$ cat config.mk
export PLATFORM = sky130hd
export DESIGN_NAME = instr_fetch_stage_flat
export DESIGN_NICKNAME = d
export VERILOG_FILES = /design/src/rtl/instr_fetch_stage_if.sv /design/src/rtl/instr_fetch_stage.sv /design/src/flat_wrapper.sv
export SDC_FILE = /design/constraint.sdc
export NUM_CORES = 1
export LEC_CHECK = 0
export CAP_MARGIN = 30
export CORE_MARGIN = 2
export CORE_UTILIZATION = 48
export CTS_CLUSTER_DIAMETER = 100
export CTS_CLUSTER_SIZE = 14
export DETAILED_ROUTE_END_ITERATION = 12
export GPL_TIMING_DRIVEN = 0
export HOLD_SLACK_MARGIN = 0.15
export PLACE_DENSITY = 0.77
export SLEW_MARGIN = 20
export SYNTH_ARGS = -nofsm -noshare
export SYNTH_HDL_FRONTEND = slang
export SYNTH_SLANG_ARGS = --single-unit
export TNS_END_PERCENT = 20
$ cat constraint.sdc
create_clock -name clk -period 1.7 [get_ports clk]
set_input_delay 0.255 -clock clk [delete_from_list [all_inputs] [get_ports clk]]
set_output_delay 0.255 -clock clk [all_outputs]
set_load 0.05 [all_outputs]
$ cat src/rtl/instr_fetch_stage_if.sv
// Instruction memory request/ack bus between the fetch stage (master) and instruction memory (slave).
interface instr_fetch_stage_if;
    logic        imem_req;
    logic [15:0] imem_addr;
    logic        imem_ack;
    logic [15:0] imem_rdata;

    modport master (output imem_req, output imem_addr, input imem_ack, input imem_rdata);
    modport slave  (input imem_req, input imem_addr, output imem_ack, output imem_rdata);
endinterface

$ cat src/rtl/instr_fetch_stage.sv
// Instruction fetch stage: PC sequencing, instruction memory handshake and the IF/ID pipeline register.
//
// state    | meaning
// ---------+-----------------------------------------------------------------
// S_IDLE   | one full cycle after reset release, no request
// S_FETCH  | request outstanding at r_pc, deliver into IF/ID on ack
// S_HOLD   | fetched word parked in the one-entry buffer while decode stalls
// S_DRAIN  | waiting out a request whose data will be discarded
// S_HALTED | sticky halt, only rst_n leaves this state
module instr_fetch_stage #(
    parameter logic [15:0] RESET_PC  = 16'h0000,
    parameter logic [15:0] NOP_INSTR = 16'hE000
) (
    input  logic                       clk,
    input  logic                       rst_n,
    instr_fetch_stage_if.master        imem,
    input  logic                       i_stall,
    input  logic                       i_flush,
    input  logic                       i_redirect_valid,
    input  logic [15:0]                i_redirect_pc,
    input  logic                       i_halt,
    output logic                       o_ifid_valid,
    output logic [15:0]                o_ifid_instr,
    output logic [15:0]                o_ifid_pc,
    output logic [3:0]                 o_opcode,
    output logic                       o_halted
);

    typedef enum logic [2:0] {
        S_IDLE,
        S_FETCH,
        S_HOLD,
        S_DRAIN,
        S_HALTED
    } state_t;

    state_t      r_state;
    logic        r_boot;
    logic [15:0] r_pc;
    logic        r_imem_req;
    logic        r_ifid_valid;
    logic [15:0] r_ifid_instr;
    logic [15:0] r_ifid_pc;
    logic        r_halted;
    logic [15:0] r_buf_instr;
    logic [15:0] r_buf_pc;
    logic [15:0] r_pend_pc;
    logic        r_halt_pend;

    logic        w_ack;
    logic [15:0] w_pc_inc;
    logic        w_bubble;
    logic        w_halt_go;
    logic [15:0] w_drain_tgt;

    // An ack only means something while our own request is up.
    assign w_ack       = imem.imem_ack & r_imem_req;
    assign w_pc_inc    = r_pc + 16'd1;
    assign w_bubble    = i_flush | ~i_stall;
    assign w_halt_go   = i_halt & ~i_redirect_valid;
    assign w_drain_tgt = i_redirect_valid ? i_redirect_pc : r_pend_pc;

    assign imem.imem_req  = r_imem_req;
    assign imem.imem_addr = r_pc;
    assign o_ifid_valid   = r_ifid_valid;
    assign o_ifid_instr   = r_ifid_instr;
    assign o_ifid_pc      = r_ifid_pc;
    assign o_opcode       = r_ifid_instr[15:12];
    assign o_halted       = r_halted;

    always_ff @(posedge clk or negedge rst_n) begin
        if (!rst_n) begin
            r_state      <= S_IDLE;
            r_boot       <= 1'b0;
            r_pc         <= RESET_PC;
            r_imem_req   <= 1'b0;
            r_ifid_valid <= 1'b0;
            r_ifid_instr <= NOP_INSTR;
            r_ifid_pc    <= 16'h0000;
            r_halted     <= 1'b0;
            r_buf_instr  <= 16'h0000;
            r_buf_pc     <= 16'h0000;
            r_pend_pc    <= 16'h0000;
            r_halt_pend  <= 1'b0;
        end else begin
            case (r_state)
                S_IDLE: begin
                    if (r_boot) begin
                        r_state    <= S_FETCH;
                        r_imem_req <= 1'b1;
                    end else begin
                        r_boot <= 1'b1;
                    end
                end

                S_FETCH: begin
                    if (i_redirect_valid) begin
                        if (w_bubble) begin
                            r_ifid_valid <= 1'b0;
                            r_ifid_instr <= NOP_INSTR;
                        end
                        if (w_ack) begin
                            r_pc <= i_redirect_pc;
                        end else begin
                            r_pend_pc <= i_redirect_pc;
                            r_state   <= S_DRAIN;
                        end
                    end else if (i_halt) begin
                        r_halted     <= 1'b1;
                        r_ifid_valid <= 1'b0;
                        r_ifid_instr <= NOP_INSTR;
                        if (w_ack) begin
                            r_state    <= S_HALTED;
                            r_imem_req <= 1'b0;
                        end else begin
                            r_state     <= S_DRAIN;
                            r_halt_pend <= 1'b1;
                        end
                    end else if (i_flush) begin
                        // Without a new target the word at r_pc is still needed: drop it and refetch.
                        r_ifid_valid <= 1'b0;
                        r_ifid_instr <= NOP_INSTR;
                    end else if (i_stall) begin
                        if (w_ack) begin
                            r_buf_instr <= imem.imem_rdata;
                            r_buf_pc    <= r_pc;
                            r_pc        <= w_pc_inc;
                            r_state     <= S_HOLD;
                            r_imem_req  <= 1'b0;
                        end
                    end else if (w_ack) begin
                        r_ifid_valid <= 1'b1;
                        r_ifid_instr <= imem.imem_rdata;
                        r_ifid_pc    <= r_pc;
                        r_pc         <= w_pc_inc;
                    end else begin
                        r_ifid_valid <= 1'b0;
                        r_ifid_instr <= NOP_INSTR;
                    end
                end

                S_HOLD: begin
                    if (i_redirect_valid) begin
                        if (w_bubble) begin
                            r_ifid_valid <= 1'b0;
                            r_ifid_instr <= NOP_INSTR;
                        end
                        r_pc       <= i_redirect_pc;
                        r_state    <= S_FETCH;
                        r_imem_req <= 1'b1;
                    end else if (w_halt_go) begin
                        r_halted     <= 1'b1;
                        r_ifid_valid <= 1'b0;
                        r_ifid_instr <= NOP_INSTR;
                        r_state      <= S_HALTED;
                    end else if (i_flush) begin
                        r_ifid_valid <= 1'b0;
                        r_ifid_instr <= NOP_INSTR;
                        r_pc         <= r_buf_pc;
                        r_state      <= S_FETCH;
                        r_imem_req   <= 1'b1;
                    end else if (!i_stall) begin
                        r_ifid_valid <= 1'b1;
                        r_ifid_instr <= r_buf_instr;
                        r_ifid_pc    <= r_buf_pc;
                        r_state      <= S_FETCH;
                        r_imem_req   <= 1'b1;
                    end
                end

                S_DRAIN: begin
                    if (r_halt_pend) begin
                        if (w_ack) begin
                            r_state     <= S_HALTED;
                            r_imem_req  <= 1'b0;
                            r_halt_pend <= 1'b0;
                        end
                    end else if (w_halt_go) begin
                        r_halted     <= 1'b1;
                        r_ifid_valid <= 1'b0;
                        r_ifid_instr <= NOP_INSTR;
                        if (w_ack) begin
                            r_state    <= S_HALTED;
                            r_imem_req <= 1'b0;
                        end else begin
                            r_halt_pend <= 1'b1;
                        end
                    end else begin
                        if (w_bubble) begin
                            r_ifid_valid <= 1'b0;
                            r_ifid_instr <= NOP_INSTR;
                        end
                        if (w_ack) begin
                            r_pc    <= w_drain_tgt;
                            r_state <= S_FETCH;
                        end else if (i_redirect_valid) begin
                            r_pend_pc <= i_redirect_pc;
                        end
                    end
                end

                S_HALTED: begin
                    r_imem_req <= 1'b0;
                end

                default: begin
                    r_state    <= S_IDLE;
                    r_imem_req <= 1'b0;
                end
            endcase
        end
    end

endmodule

$ cat src/flat_wrapper.sv
// flat-port wrapper written by rule: the top's interface ports become plain ports
module instr_fetch_stage_flat 
#(
    parameter logic [15:0] RESET_PC  = 16'h0000,
    parameter logic [15:0] NOP_INSTR = 16'hE000
)
  (clk, rst_n, i_stall, i_flush, i_redirect_valid, i_redirect_pc, i_halt, o_ifid_valid, o_ifid_instr, o_ifid_pc, o_opcode, o_halted, imem_imem_req, imem_imem_addr, imem_imem_ack, imem_imem_rdata);
  instr_fetch_stage_if imem_i ();
  input  logic clk;
  input  logic rst_n;
  input  logic i_stall;
  input  logic i_flush;
  input  logic i_redirect_valid;
  input  logic [15:0] i_redirect_pc;
  input  logic i_halt;
  output logic o_ifid_valid;
  output logic [15:0] o_ifid_instr;
  output logic [15:0] o_ifid_pc;
  output logic [3:0] o_opcode;
  output logic o_halted;
  output wire logic [$bits(imem_i.imem_req)-1:0] imem_imem_req;
  output wire logic [$bits(imem_i.imem_addr)-1:0] imem_imem_addr;
  input wire logic [$bits(imem_i.imem_ack)-1:0] imem_imem_ack;
  input wire logic [$bits(imem_i.imem_rdata)-1:0] imem_imem_rdata;
  assign imem_imem_req = imem_i.imem_req;
  assign imem_imem_addr = imem_i.imem_addr;
  assign imem_i.imem_ack = imem_imem_ack;
  assign imem_i.imem_rdata = imem_imem_rdata;
  instr_fetch_stage #(.RESET_PC(RESET_PC), .NOP_INSTR(NOP_INSTR)) u_core (.clk(clk), .rst_n(rst_n), .imem(imem_i), .i_stall(i_stall), .i_flush(i_flush), .i_redirect_valid(i_redirect_valid), .i_redirect_pc(i_redirect_pc), .i_halt(i_halt), .o_ifid_valid(o_ifid_valid), .o_ifid_instr(o_ifid_instr), .o_ifid_pc(o_ifid_pc), .o_opcode(o_opcode), .o_halted(o_halted));
endmodule
run_1/clock_nets.png
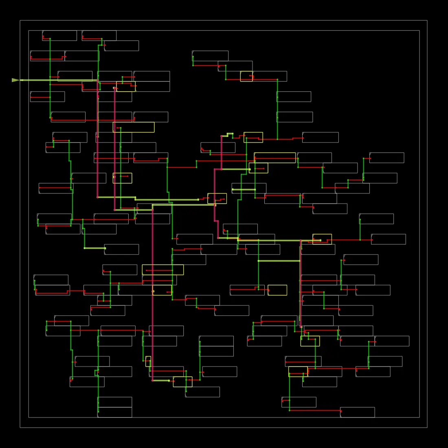
CTS buffer count: 9
power drawn by the clock network: 1.96 mW
clock sinks: 104
clock latency on the worst-skew pair: 0.39 ns
number of clock buffer instances in the layout: 12

run_1/sizing.png
Scale: 2 px per um.
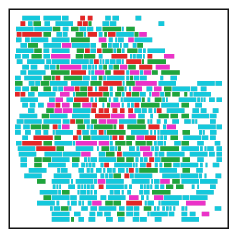
Cyan marks x1 and smaller, cells 420. Magenta marks x6 and larger, cells 44. Red marks x3 and x4, cells 60. Green marks x2, cells 116.

run_1/route_heat.png
Scale: 3 px per um. The die is cut into 22 by 22 equal tiles; dark purple is low, yellow is high, scaled to the fullest tile. Values are wire area over tile area, all layers added.
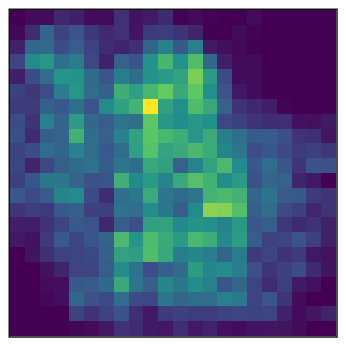
The emptiest ninth of the die: north-east. The fullest tile reaches 0.88. The densest ninth of the die: centre.

run_1/class_map.png
Scale: 4 px per um.
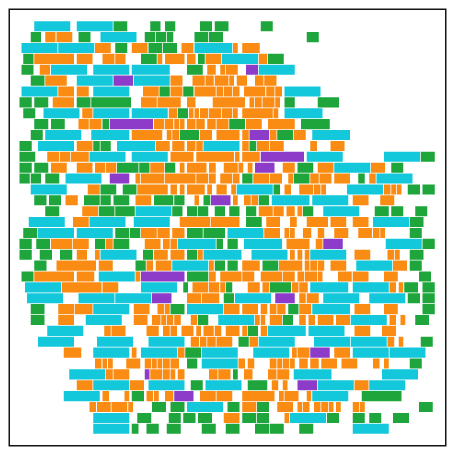
Orange marks remaining logic cells, cells 352, share of their area 39%. Purple marks clock drivers and dummy loads, cells 16, share of their area 3.5%. Cyan marks registers, cells 104, share of their area 36%. Green marks remaining buffers and delay cells, cells 168, share of their area 21%.

==> PnR_summary.wiki, run 1 <==
== Run summary ==
{| class="wikitable"
! Metric !! Value
|-
| Run status || finished, violations left
|-
| Total chip power || about 14 mW
|-
| Origin of the critical flop-to-flop path || u_core.r_state[2]
|-
| Average instance area after synthesis || about 11 sq um
|-
| IR drop worst, VDD || around 1 mV
|-
| Maximum net fanout on the critical path || 10
|-
| Vias after detailed routing || a little under 5000
|-
| Dominant combinational cell family by area after synthesis || AND-OR/OR-AND gates
|-
| FF-to-FF path depth || 8
|-
| Post-Place Cell Area || ~6500 sq um
|-
| Combined area of all synthesized cells || around 5300 sq um
|-
| Top logic cells by instance count in the layout || dfrtp_1, mux2_2, dlygate4sd2_1, nand2_1, buf_4
|-
| Horizontal die size || around 110 um
|-
| CP Data Required Time || 1.96 ns
|-
| Part of the total power dissipated in the clock network || 0.144
|-
| Overflow after GRT || 0
|-
| Most common reg cell || dfrtp_1
|-
| FP Rows || 38
|-
| Violated checks || setup timing
|-
| LEAKAGE || roughly 3.4 nW
|-
| CP Launch Type || primary input
|-
| GRT Util Overall || 0.278
|-
| Maximum operating frequency || between 500 and 600 MHz
|-
| Most used standard cell by instance count after synthesis || dfrtp_1
|-
| Root buffer selected by CTS || clkbuf_8
|-
| Cells taking the most area after synthesis || dfrtp_1, mux2_2, mux2i_1
|-
| Number of flip-flops and latches in the synthesized netlist || between 100 and 150
|-
| Worst-margin pin slew || 0.639 ns
|-
| Crit Path Category || primary input to register
|-
| Number of max-slew violations in the final report || 0
|-
| Setup slack after layout || -0.121 ns
|-
| Final setup violation count || about 60
|-
| Endpoint of the lowest-slack register-to-register path || u_core.o_ifid_instr[15]
|-
| Crit. End Element || register
|-
| Simple Share, Synth || 0.0976
|-
| Count of yosys warnings during synthesis || 0
|-
| Fin Clk Skew || ~0.013 ns
|-
| Buffering stage count on the worst path with inverters included || 3
|-
| Most area-hungry cell type in the Yosys netlist || dfrtp_1
|-
| Flop+latch power || about 4.2 mW
|-
| Finished Core Util || 0.692
|-
| Sequential area share after synthesis || 0.495
|-
| Ratio of cells with drive above 1 in the final layout || 0.344
|-
| Highest-power group || combinational cells
|-
| Cell count in the Yosys report || slightly below 500
|-
| Initial Utilization || 0.488
|-
| I/O pin count || approximately 94
|-
| Final min period || 1.82 ns
|-
| Count of library flops with an enable pin || 0
|-
| Max Cap Violations || 0
|}
run 1: per-layer routing:
metal	vias up	GRT usage	share of wire
met5	-	0	0
met4	0	0.125	0.034
met3	61	0.0442	0.079
met2	283	0.454	0.49
met1	2388	0.367	0.40
li1	2108	-	-
run 1: worst reg2reg max path, delay by kind of cell, from the launching register on:
kind,cells,cell delay (ns)
flip-flops,1,0.41
AND-OR/OR-AND,1,0.26
buffers and inverters,4,0.68
AND/OR/NAND/NOR,3,0.41
run 1: registers in the layout, indices dropped and copies added (netlist names):
register and cells:
u_core.r_buf_pc 16, u_core.r_halt_pend 1, u_core.o_ifid_valid 1, u_core.r_pend_pc 16, u_core.imem.imem_req 1, u_core.o_ifid_instr 16, u_core.r_state 3, u_core.r_buf_instr 16
u_core.r_boot 1, u_core.o_ifid_pc 16, u_core.imem.imem_addr 16, u_core.o_halted 1
run 1: cell type report:
type                       count  area [sq um]
fill                         752          3320
timing repair buffer         128          1170
inverter                      13          48.8
buffer                        40           388
clock inverter                 4          98.8
sequential                   104          2620
multi-input combinational    339          2810
clock buffer                  12           155
tap                          140           175
run 1: worst max-delay path by stage:
stage | startpoint | endpoint | cells after the start
after floorplan | u_core.r_state[2] | u_core.r_pend_pc[0] | 6
after global placement | rst_n | u_core.imem.imem_addr[0] | 1
after detailed placement | i_redirect_valid | u_core.r_pend_pc[10] | 7
after CTS | u_core.r_state[2] | u_core.o_ifid_valid | 7
after global routing | u_core.r_state[2] | u_core.o_ifid_instr[3] | 8
final | i_flush | u_core.o_ifid_instr[3] | 7
run 1: what timing repair did:
item                                    4_1_cts  5_1_grt
pin swaps                                    18       17
endpoints found under the setup margin      158      100
buffers inserted                             22        6
gates cloned                                  4        1
hold buffers                                  1        0
hold endpoints to repair                    101        0
resized                                     149       78
==> run 2: changes to the inputs <==
--- a/config.mk
+++ b/config.mk
@@ -6,6 +6,7 @@
 export NUM_CORES = 1
 export LEC_CHECK = 0
 export CAP_MARGIN = 30
+export CORE_ASPECT_RATIO = 1.25
 export CORE_MARGIN = 2
 export CORE_UTILIZATION = 48
 export CTS_CLUSTER_DIAMETER = 100
==> PnR_summary.wiki, run 2 <==
== Run summary ==
{| class="wikitable"
! Metric !! Value
|-
| Metal3 WL || 1.19 mm (-9.9%)
|-
| IR drop worst, VDD || 1.28 mV (+30%)
|-
| Post-Place Cell Area || 6450 sq um (-0.16%)
|-
| Crit. End Element || register
|-
| Vias after detailed routing || 4770 (-1.4%)
|-
| Maximum net fanout on the critical path || 7 (-3)
|-
| Dominant combinational cell family by area after synthesis || AND-OR/OR-AND gates
|-
| Initial Utilization || 0.494 (+0.00573)
|-
| Most area-hungry cell type in the Yosys netlist || dfrtp_1
|-
| Origin of the critical flop-to-flop path || u_core.r_state[2]
|-
| Maximum operating frequency || 543 MHz (-1.2%)
|-
| Endpoint of the lowest-slack register-to-register path || u_core.o_ifid_instr[11]
|-
| Fin Clk Skew || 0.00839 ns (-0.00442 ns)
|-
| I/O pin count || 94 (unchanged)
|-
| Cells taking the most area after synthesis || dfrtp_1, mux2_2, mux2i_1
|-
| LEAKAGE || 3.44 nW (+1.7%)
|-
| CP Data Required Time || 1.93 ns (-0.03 ns)
|-
| Finished Core Util || 0.707 (+0.0143)
|-
| Final min period || 1.84 ns (+0.0217 ns)
|-
| Root buffer selected by CTS || clkbuf_16
|-
| FP Rows || 42 (+11%)
|-
| Count of yosys warnings during synthesis || 0 (unchanged)
|-
| Most common reg cell || dfrtp_1
|-
| Violated checks || setup timing
|-
| Overflow after GRT || 0 (unchanged)
|-
| Part of the total power dissipated in the clock network || 0.168 (+0.024)
|-
| Combined area of all synthesized cells || 5270 sq um (unchanged)
|-
| Average instance area after synthesis || 10.6 sq um (unchanged)
|-
| Max Cap Violations || 0 (unchanged)
|-
| Setup slack after layout || -0.143 ns (-0.0217 ns)
|-
| Simple Share, Synth || 0.0976 (unchanged)
|-
| Number of max-slew violations in the final report || 0 (unchanged)
|-
| Final setup violation count || 59 (-1.7%)
|-
| Vias per cell || 6.21
|-
| CP Launch Type || register
|-
| Cell count in the Yosys report || 497 (unchanged)
|-
| Top logic cells by instance count in the layout || dfrtp_1, dlygate4sd2_1, mux2_2, nand2_1, clkdlybuf4s50_1
|-
| Run status || finished, violations left
|-
| Clock latency on the worst-skew pair || 0.35 ns (-0.04 ns)
|-
| GRT Util Overall || 0.264 (-0.0145)
|-
| Total met2 wirelength after detailed routing || 7.92 mm (-2.1%)
|-
| Horizontal die size || 97.7 um (-10%)
|-
| CTS buffer count || 9 (unchanged)
|-
| Highest metal used || met4
|-
| Sequential area share after synthesis || 0.495 (unchanged)
|-
| Worst-margin pin slew || 0.521 ns (-0.118 ns)
|-
| Clock sinks || 104 (unchanged)
|-
| Ratio of cells with drive above 1 in the final layout || 0.332 (-0.0120)
|-
| Total chip power || 14.1 mW (+2.9%)
|}
-- run 2: cell counts after synthesis --
No cell type changed its count.
-- run 2: per-layer routing --
layer / vias up / track usage
met5: - / 0
met4: 0 / 0.116
met3: 51 / 0.0449
met2: 242 / 0.441
met1: 2370 / 0.339
li1: 2107 / -
-- run 2: layout make-up --
cell class | instances | area, sq um
sequential | 104 | 2620
tap | 132 | 165
fill | 749 | 3130
inverter | 13 | 56.3
clock inverter | 4 | 73.8
buffer | 39 | 395
clock buffer | 12 | 267
timing repair buffer | 125 | 1200
multi-input combinational | 339 | 2750
-- run 2: worst max path at each step --
stage	cells after the start	endpoint	slack, ns	start
finish	6	u_core.o_ifid_instr[11]	-0.14	u_core.r_state[2]
global route	6	u_core.o_ifid_instr[3]	-0.19	u_core.r_state[2]
CTS	7	u_core.o_ifid_instr[15]	-0.22	u_core.r_state[2]
detailed placement	7	u_core.r_pend_pc[1]	-1.00	i_redirect_valid
global placement	1	u_core.imem.imem_req	-3.85	rst_n
floorplan	6	u_core.r_pend_pc[0]	-0.01	u_core.r_state[2]
-- run 2: worst max-delay path: stages (launching register included) --
cell and delay (ns):
dfrtp_2 0.46, or3b_4 0.45, nor2_8 0.11, o31ai_4 0.08, a41o_4 0.33, clkbuf_16 0.17
o2bb2ai_1 0.11
-- run 2: power by group through the flow --
stage          clock [mW]  combinational, mW  sequential (mW)
2_1_floorplan           0               2.98             5.31
3_3_place_gp            0               5.97             4.09
3_5_place_dp            0               6.10             4.16
4_1_cts              2.38               6.29             4.14
5_1_grt              2.49               7.88             4.34
6_report             2.36               7.47             4.24
-- run 2: repair_timing --
action | CTS | global route
buffers inserted | 11 | 14
gates cloned | 2 | 3
hold endpoints to repair | 45 | 0
pin swaps | 7 | 22
endpoints found under the setup margin | 158 | 88
hold buffers | 1 | 0
resized | 136 | 116
run_2/route_heat.png
Scale: 3 px per um. The die is cut into 20 by 24 equal tiles; dark purple is low, yellow is high, scaled to the fullest tile. Values are wire area over tile area, all layers added.
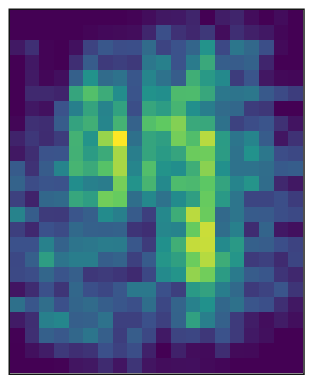
The emptiest ninth of the die: north-west. 11% of the tiles are nearly empty. 19% of the tiles are over half the peak.

Power is estimated from default activity; no workload was simulated.
